zoom.png
The bar under the picture is 5 um long. Window x 69 to 89, y 100 to 120 um. Cells in grey, sequential cells in the stronger grey; small squares are vias.
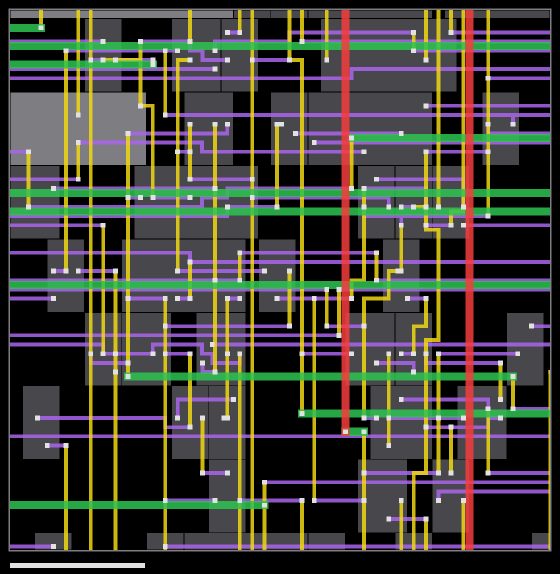
metal_stack.png
The bar under the picture is 50 um long.
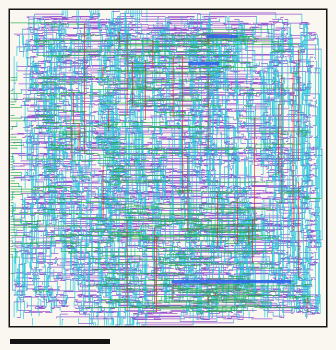
--- src/rtl/mdu_iter.sv ---
// Iterative unsigned multiply/divide unit: 32-step shift-add multiply or restoring
// divide, then a one-cycle register file write-back.
module mdu_iter (
   input  logic        clk,
   input  logic        rst,
   input  logic        start,
   input  logic [1:0]  op,
   input  logic [31:0] regA,
   input  logic [31:0] regB,
   input  logic [4:0]  rd_addr,
   output logic        busy,
   output logic [31:0] regC,
   output logic [4:0]  regC_addr,
   output logic        wen
);

   typedef enum logic [1:0] {IDLE, CALC, WB} state_t;

   state_t      state_reg, state_next;
   logic [5:0]  cnt_reg;
   logic [1:0]  op_reg;
   logic [31:0] opnd_reg;
   logic [63:0] acc_reg;
   logic [63:0] acc_step;
   logic [4:0]  rd_reg;
   logic [31:0] regc_reg;
   logic [4:0]  regc_addr_reg;
   logic        wen_reg;

   logic [32:0] mul_sum;
   logic [32:0] rem_sh;
   logic        div_ge;
   logic [31:0] div_trial;
   logic        last_iter;
   logic [31:0] result;

   // acc holds {hi, lo} of the product, or {remainder, quotient} while dividing
   assign mul_sum   = {1'b0, acc_reg[63:32]} + {1'b0, opnd_reg};
   assign rem_sh    = acc_reg[63:31];
   assign div_ge    = (rem_sh >= {1'b0, opnd_reg});
   assign div_trial = rem_sh[31:0] - opnd_reg;
   assign last_iter = (state_reg == CALC) && (cnt_reg == 6'd31);
   assign result    = op_reg[0] ? acc_step[63:32] : acc_step[31:0];

   always_comb begin
      acc_step = acc_reg;
      if (!op_reg[1]) begin
         if (acc_reg[0])
            acc_step = {mul_sum, acc_reg[31:1]};
         else
            acc_step = {1'b0, acc_reg[63:1]};
      end else begin
         // the trial difference fits in 32 bits whenever it does not borrow
         if (div_ge)
            acc_step = {div_trial, acc_reg[30:0], 1'b1};
         else
            acc_step = {rem_sh[31:0], acc_reg[30:0], 1'b0};
      end
   end

   always_comb begin
      state_next = state_reg;
      case (state_reg)
         IDLE:    if (start) state_next = CALC;
         CALC:    if (cnt_reg == 6'd31) state_next = WB;
         WB:      state_next = IDLE;
         default: state_next = IDLE;
      endcase
   end

   always_ff @(posedge clk or posedge rst) begin
      if (rst)
         state_reg <= IDLE;
      else
         state_reg <= state_next;
   end

   always_ff @(posedge clk or posedge rst) begin
      if (rst) begin
         cnt_reg       <= 6'd0;
         op_reg        <= 2'd0;
         opnd_reg      <= 32'd0;
         acc_reg       <= 64'd0;
         rd_reg        <= 5'd0;
         regc_reg      <= 32'd0;
         regc_addr_reg <= 5'd0;
         wen_reg       <= 1'b0;
      end else begin
         wen_reg <= 1'b0;
         case (state_reg)
            IDLE: begin
               if (start) begin
                  op_reg  <= op;
                  rd_reg  <= rd_addr;
                  cnt_reg <= 6'd0;
                  if (op[1]) begin
                     opnd_reg <= regB;
                     acc_reg  <= {32'd0, regA};
                  end else begin
                     opnd_reg <= regA;
                     acc_reg  <= {32'd0, regB};
                  end
               end
            end
            CALC: begin
               acc_reg <= acc_step;
               cnt_reg <= cnt_reg + 6'd1;
               if (last_iter) begin
                  regc_reg      <= result;
                  regc_addr_reg <= rd_reg;
                  wen_reg       <= (rd_reg != 5'd0);
               end
            end
            default: ;
         endcase
      end
   end

   assign busy      = (state_reg != IDLE);
   assign regC      = regc_reg;
   assign regC_addr = regc_addr_reg;
   assign wen       = wen_reg;

endmodule

--- config.mk ---
export PLATFORM = sky130hd
export DESIGN_NAME = mdu_iter
export DESIGN_NICKNAME = d
export VERILOG_FILES = /design/src/rtl/mdu_iter.sv
export SDC_FILE = /design/constraint.sdc
export NUM_CORES = 1
export LEC_CHECK = 0
export ABC_AREA = 1
export CORE_MARGIN = 1.5
export CORE_UTILIZATION = 55
export CTS_BUF_LIST = sky130_fd_sc_hd__clkbuf_2 sky130_fd_sc_hd__clkbuf_4 sky130_fd_sc_hd__clkbuf_8
export CTS_CLUSTER_DIAMETER = 120
export DETAILED_ROUTE_END_ITERATION = 6
export PLACE_DENSITY = 0.77
export SLEW_MARGIN = 20
export SYNTH_ARGS = -nofsm -noshare
export SYNTH_HDL_FRONTEND = slang
export SYNTH_SLANG_ARGS = --single-unit
--- constraint.sdc ---
create_clock -name clk -period 5.8 [get_ports clk]
set_input_delay 0.58 -clock clk [delete_from_list [all_inputs] [get_ports clk]]
set_output_delay 0.58 -clock clk [all_outputs]
set_load 0.005 [all_outputs]
==> changes_impl.md <==
### Metrics

* Status: finished clean
* Area after DPL at 0.0145 mm^2
* CP bufs+invs at 2
* Antenna violations before repair at 2
* DR iter-0 viols at 1899
* TNS Setup at 0 ns
* Top cells excl fill/tap: nand2_1 (809), inv_1 (347), nor2_1 (177)
* Hold depth at 2
* CP Launch Type: flop
* Mapped Area at 0.0132 mm^2
* Nonclk inv count at 355
* Hold_ws at 0.491 ns
* CP arrival at 4.01 ns
* Most frequent cell after synthesis: nand2_1
* CP peak stage delay at 0.52 ns
* Post-Route Utilization at 0.634
* Max-cap violations at 0
* Met1 Use GR at 0.570
* Row count at 56
* Tool Warnings at 27
* Num CTS Buffers at 17
* Layout cell share with drive strength beyond 1 at 0.0386
* Fraction of area in registers at 0.251
* Max Used Layer: met5
* Fp util at 0.561
* Post-CTS Setup Repair Bufs at 0
* Gate Area at 0.00777 mm^2
* Adder share at 0.0649
* Xor/xnor share at 0.0113
* Delay-heaviest family, CP: simple AND/OR/NAND/NOR gates
* R2R cell count at 16
* Worst setup path end: regC[28]
* Largest net degree at the start of global routing at 107
* Met3 wire len at 5520 um
* Chip area at 0.0249 mm^2
* Area leader share at 0.283
* Slew @ Worst Pin at 0.865 ns
* Layout area overhead at 13.1%
* Met2 wire len at 20100 um
* Overflow left after global routing at 0
* Fraction of area in multi-input gates at 0.523
* Mux area share at 0.0129
* CP required at 6.20 ns
* Synth Flop Type: dfrtp_1
* Critical Path End Type: flop
* Clk ins delay skew pair at 0.47 ns
* Mean area per synthesized cell at 6.05 um^2
* Post-Place Worst Slack at 2.41 ns
* Syn Inst Count at 2174
* Yosys stat area at 0.0132 mm^2
* Final setup vio count at 0
* Root Buffer: clkbuf_8
* Post-DRT Antenna Nets at 0
* Die Span Y at 158 um
* Instance count on the critical path at 16
* Clock network contribution to total cell area at 0.0262
* Max Fclk at 0.277 GHz
* #FFs+latches synth at 149
* Top cell by count, worst path: nand2_1
* Initial DRT Pass Iterations at 6
* Global-route wire length before repair at 74000 um
* Final Critical Period at 3.60 ns
* Clock Path Buffers at 2
* # nets final at 2379
* CTS Hold Bufs at 0
* Biggest Area Class: multi-input combinational cells
* DRT Wirelength at 47800 um
* Fill cells at 2291
* Routed vias/inst at 5.67
* Synth Seq Share at 0.283
* CTS sink cnt at 149
* Count of flip-flops with a built-in enable after synthesis at 0
* Non-CTS buffers at 126
* CP max stage cell: dfrtp_1
* IO Count at 113
* Slew Viols, Final at 0
* Clkbuf count at 17
* CP cell instances: inv_1 > ha_1 > nand2_1 > nand2_1 > nand2_1 > nand2_1 > a21oi_1 > nand2_2 > nor2_4 > buf_4 > nand2_2 > nand3_1 > nand3_1 > nand3_1 > nand2_1 > nand2_1
* Compound Share, Synth at 0.119
* Synth top cells by count: nand2_1 (810), inv_1 (349), nor2_1 (178)
* Hold_sp: regC[27]
* Worst Setup Path Type: reg -> reg
* Port Buffers at 112
* Final instance area at 0.0149 mm^2
* Total track usage at 0.394
* FF/Latch Area at 0.00373 mm^2
* Die width at 158 um
* Met2 Use GR at 0.582
* Final HPWL DP at 36700 um
* Routed WL per cell at 18.6 um
* Global placer's final weighted congestion at 1.02
* Synth top area cells: dfrtp_1 (28%), nand2_1 (23%), inv_1 (10%), ha_1 (6.2%), nand3_1 (5.1%)
* Syn_nets at 2315
* Largest register FFs at 64
* Vias in the first global route at 13.6k
* Worst setup margin at 2.20 ns
* RSZ-0062 raised after global routing: no
* Core area at 0.0235 mm^2
* # resized after CTS at 0
* Period utilization at 0.621
* Reg-to-Reg Start: opnd_reg[26]
* Cell Type Count at 41
* Htree depth at 4
* CP Max Fanout at 22
* R2r setup slk at 2.20 ns
* Asr flop ratio synth at 1.00
* Buffer share of cell area at 0.0834
* Critical path startpoint: opnd_reg[26]
* Worst-path clk slew at 0.11 ns
* Met1 wire length at 21100 um
* Hold Crit Class: reg -> reg
* Worst Clk Skew at 0.0222 ns
* Well Taps at 319
* Reg-to-reg endpoint: regC[28]
## Picture notes: zoom.png
| layer | colour |
|---|---|
| met1 | purple |
| met4 | red |
| met2 | yellow |
| met3 | green |
netlist names of flops here include: acc_reg (1)
most frequent: nand2_1 (10), inv_1 (5)
sequential cells in the window: 1
cells with their middle in the window: 31

## Picture notes: metal_stack.png
| layer | colour | wire length |
|---|---|---|
| met1 | purple | 21.1 mm |
| met4 | red | 996 um |
| met5 | blue | 85.6 um |
| met3 | green | 5520 um |
| met2 | cyan | 20.1 mm |

